$ cat src/rtl/nn_pkg.sv
// Shared definitions for the small fixed-point NN layer blocks.
// Holds the state encoding, accumulator width and int8 saturation.
package nn_pkg;

  localparam int FRAC_DEF = 4;
  localparam int ACC_W    = 13;

  typedef enum logic [1:0] {
    ST_IDLE = 2'd0,
    ST_MAC0 = 2'd1,
    ST_MAC1 = 2'd2,
    ST_OUT  = 2'd3
  } state_t;

  // Clamp an accumulator value into the int8 range
  function automatic logic signed [7:0] sat8(
    input logic signed [ACC_W-1:0] x
  );
    if (x > 13'sd127)
      return 8'sd127;
    if (x < -13'sd128)
      return -8'sd128;
    return x[7:0];
  endfunction

endpackage

$ cat src/rtl/nn_layer1_act.sv
// Saturate a layer accumulator to int8 and apply the activation.
// RELU=1 zeroes negative results, RELU=0 passes them through.
module nn_layer1_act
  import nn_pkg::*;
#(
  parameter int RELU = 1
) (
  input  logic signed [ACC_W-1:0] acc,
  output logic signed [7:0]       y
);

  logic signed [7:0] s;

  // Saturation followed by optional ReLU
  always_comb begin
    s = sat8(acc);
    y = s;
    if (RELU != 0 && s[7])
      y = '0;
  end

endmodule

$ cat src/rtl/nn_layer1.sv
// Two-neuron fixed-point layer with a four-state MAC sequencer.
// One shared multiplier pair serves neuron 0 then neuron 1.
module nn_layer1
  import nn_pkg::*;
#(
  parameter int FRAC = FRAC_DEF,
  parameter int W00  = 16,
  parameter int W01  = -8,
  parameter int W10  = 32,
  parameter int W11  = 4,
  parameter int B0   = 3,
  parameter int B1   = -10,
  parameter int RELU = 1
) (
  input  logic              clk,
  input  logic              rst,
  input  logic              req_layer,
  input  logic signed [7:0] a0_in,
  input  logic signed [7:0] a1_in,
  output logic signed [7:0] y0,
  output logic signed [7:0] y1,
  output logic              ack_layer,
  output logic              busy
);

  localparam logic signed [7:0] W00_S = 8'(W00);
  localparam logic signed [7:0] W01_S = 8'(W01);
  localparam logic signed [7:0] W10_S = 8'(W10);
  localparam logic signed [7:0] W11_S = 8'(W11);
  localparam logic signed [7:0] B0_S  = 8'(B0);
  localparam logic signed [7:0] B1_S  = 8'(B1);

  state_t state;
  state_t state_nx;

  logic              req_q;
  logic              armed;
  logic              start;
  logic signed [7:0] a0_q;
  logic signed [7:0] a1_q;
  logic signed [7:0] w_a;
  logic signed [7:0] w_b;
  logic signed [7:0] bias;
  logic signed [15:0] p_a;
  logic signed [15:0] p_b;
  logic signed [15:0] s_a;
  logic signed [15:0] s_b;
  logic signed [ACC_W-1:0] mac;
  logic signed [ACC_W-1:0] acc0;
  logic signed [ACC_W-1:0] acc1;
  logic signed [7:0] y0_nx;
  logic signed [7:0] y1_nx;

  // armed stays low after reset until req_layer is seen low,
  // so a request held across reset cannot start a computation
  assign start = (state == ST_IDLE) && req_layer
              && !req_q && armed;

  // State register
  always_ff @(posedge clk or negedge rst) begin
    if (!rst)
      state <= ST_IDLE;
    else
      state <= state_nx;
  end

  // Next-state: single-cycle walk through the MAC phases
  always_comb begin
    state_nx = state;
    unique case (state)
      ST_IDLE: if (start) state_nx = ST_MAC0;
      ST_MAC0: state_nx = ST_MAC1;
      ST_MAC1: state_nx = ST_OUT;
      ST_OUT:  state_nx = ST_IDLE;
      default: state_nx = ST_IDLE;
    endcase
  end

  // FSM outputs
  always_comb begin
    busy = (state != ST_IDLE);
  end

  // Shared MAC: coefficient set chosen by the current phase
  always_comb begin
    w_a  = W00_S;
    w_b  = W01_S;
    bias = B0_S;
    if (state == ST_MAC1) begin
      w_a  = W10_S;
      w_b  = W11_S;
      bias = B1_S;
    end
    p_a = 16'(a0_q) * 16'(w_a);
    p_b = 16'(a1_q) * 16'(w_b);
    s_a = p_a >>> FRAC;
    s_b = p_b >>> FRAC;
    mac = ACC_W'(s_a) + ACC_W'(s_b) + ACC_W'(bias);
  end

  nn_layer1_act #(.RELU(RELU)) u_act0 (
    .acc (acc0),
    .y   (y0_nx)
  );

  nn_layer1_act #(.RELU(RELU)) u_act1 (
    .acc (acc1),
    .y   (y1_nx)
  );

  // Datapath: edge detect, operand latch, accumulators, outputs
  always_ff @(posedge clk or negedge rst) begin
    if (!rst) begin
      req_q     <= 1'b0;
      armed     <= 1'b0;
      a0_q      <= '0;
      a1_q      <= '0;
      acc0      <= '0;
      acc1      <= '0;
      y0        <= '0;
      y1        <= '0;
      ack_layer <= 1'b0;
    end else begin
      req_q <= req_layer;
      if (!req_layer)
        armed <= 1'b1;
      if (start) begin
        a0_q      <= a0_in;
        a1_q      <= a1_in;
        ack_layer <= 1'b0;
      end
      if (state == ST_MAC0)
        acc0 <= mac;
      if (state == ST_MAC1)
        acc1 <= mac;
      if (state == ST_OUT) begin
        y0        <= y0_nx;
        y1        <= y1_nx;
        ack_layer <= 1'b1;
      end
    end
  end

endmodule
$ cat config.mk
export PLATFORM = sky130hd
export DESIGN_NAME = nn_layer1
export DESIGN_NICKNAME = d
export VERILOG_FILES = /design/src/rtl/nn_pkg.sv /design/src/rtl/nn_layer1_act.sv /design/src/rtl/nn_layer1.sv
export SDC_FILE = /design/constraint.sdc
export NUM_CORES = 1
export LEC_CHECK = 0
export CORE_MARGIN = 5
export CORE_UTILIZATION = 40
export CTS_BUF_LIST = sky130_fd_sc_hd__clkbuf_4 sky130_fd_sc_hd__clkbuf_8
export CTS_CLUSTER_DIAMETER = 120
export DETAILED_ROUTE_END_ITERATION = 8
export GPL_TIMING_DRIVEN = 1
export PLACE_DENSITY = 0.65
export SLEW_MARGIN = 20
export SYNTH_ARGS = -nofsm -noshare
export SYNTH_HDL_FRONTEND = slang
export SYNTH_SLANG_ARGS = --single-unit
$ cat constraint.sdc
create_clock -name clk -period 8.75 [get_ports clk]
set_clock_uncertainty 0.1 [all_clocks]
set_input_delay 2.1875 -clock clk [delete_from_list [all_inputs] [get_ports clk]]
set_output_delay 2.1875 -clock clk [all_outputs]
set_load 0.05 [all_outputs]
Cell density map:
The die is cut into 13 by 13 equal tiles; black is low, pale yellow is high, 0 to 100% covered.
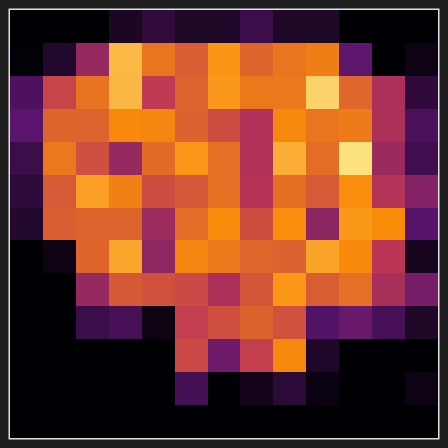
densest ninth of the die = middle
nearly empty tiles = 25%
tiles over 75% full = 8.9%
mean over tiles = 37%
emptiest ninth of the die = bottom left
fullest tile = 94%
FP Core Util: 41.2%
Core Area: 0.0133 mm2
fin util: 46.5%

Routing congestion map:
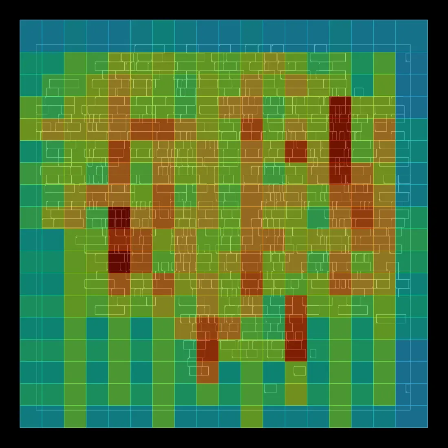
Total GRT Usage: 14.8%
met2 usage: 25.2%
WL/cell: 14.9 um

Cell classes on the final placement:
Scale bar: 50 um. Fill, decap, tap and diode cells in gray.
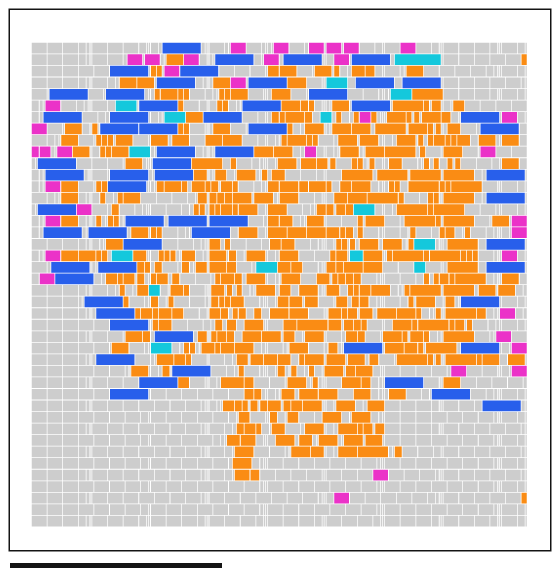
remaining buffers and delay cells -> magenta  # cells 37
remaining logic cells -> orange  # cells 470
clock drivers and dummy loads -> cyan  # cells 15
sequential cells -> blue  # cells 61
sequential cell area share: 24.6%
Row Count: 42
final instance area: 0.00620 mm2

Routed metal, one color a layer:
Scale bar: 50 um. Two of the layers only.
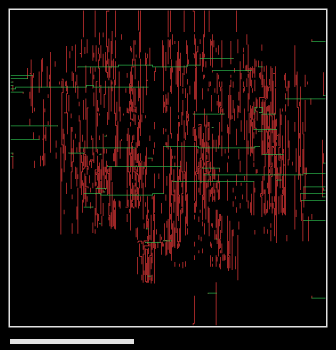
M3 -> green  # wire length 548 um
M2 -> red  # wire length 5460 um

Register map, names as in the netlist:
Scale bar: 50 um. Other sequential cells in the stronger gray, the rest of the logic in the fainter gray.
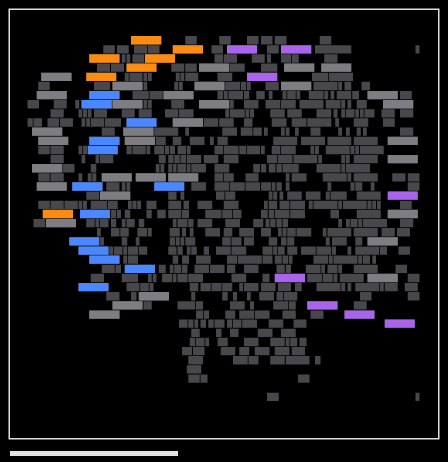
`a0_q` -> purple  # placed flops 8
`acc0` -> blue  # placed flops 13
`y1` -> orange  # placed flops 7
not colored = 33

==> results.txt <==
impl run done, here's what came out: status finished, final reports clean, Cell Area, Synth 0.00551 mm2, drt first-iter violations ~180, fin. max-slew vios 0, OpenROAD warnings 31, reg2reg end acc0[12], Logic area 0.00368 mm2, die width between 100 and 150 um, Vias 3891, clk slew on worst S/H paths 0.08 ns, vias in the first global route around 4200, yosys stat area roughly 0.0055 mm2, CP max FO 11, Latency at later pin 0.37 ns, Dominant flop cell dfrtp_1, worst setup path startpoint state[0], met3 WL post-DR roughly 550 um, most frequent cells in the layout ha_1, dfrtp_1, inv_1, WP data required around 8.9 ns, Slowest cell on crit path fa_1, FMAX 0.146 GHz, nets 708
kinds of logic after synthesis:
group,synth area share (%)
xor+xnor,4.93
other cells,0.0681
compound gates,8.73
mux,11.4
flops,27.7
buf+inv,5.64
simple gates,12.1
fa+ha+maj,29.4
Yosys cell counts, types with 7 or more instances:
cell type | number | area [um2]
ha_1 | 78 | 976
dfrtp_1 | 61 | 1530
inv_1 | 58 | 218
mux2_2 | 54 | 608
nor2_1 | 54 | 203
nand2_1 | 33 | 124
fa_1 | 32 | 641
xnor2_1 | 19 | 166
a21oi_1 | 14 | 70.1
o21ai_0 | 14 | 70.1
a21o_1 | 13 | 97.6
xor2_1 | 12 | 105
clkbuf_1 | 10 | 37.5
and3_1 | 9 | 56.3
nand3_1 | 8 | 40.0
nor2b_1 | 7 | 43.8
nor3_1 | 7 | 35.0
worst reg2reg max path: stages, from the launching register on:
cell and delay [ns]:
dfrtp_1 0.40, inv_1 0.14, ha_1 0.19, clkinv_1 0.28, nand2_1 0.27, inv_1 0.13, fa_1 0.53, fa_1 0.55
fa_1 0.53, fa_1 0.50, ha_1 0.34, nor2b_1 0.14, o21ai_0 0.19, a21boi_0 0.14, o21ai_0 0.20, nor2b_1 0.19
xnor2_1 0.14, ha_1 0.25, ha_1 0.47, nand2_1 0.08, o21ai_0 0.30, nor3_1 0.08, a21oi_1 0.20, xor2_1 0.11
mux2_2 0.28
per-stage QoR:
stage	cells	worst slack [ns]	utilization [%]
final	759	1.92	46.5
after global placement	744	2.15	45.0
after CTS	759	1.93	46.5
after floorplan	550	2.27	-
after detailed placement	744	1.96	45.0
after global routing	759	1.33	46.5
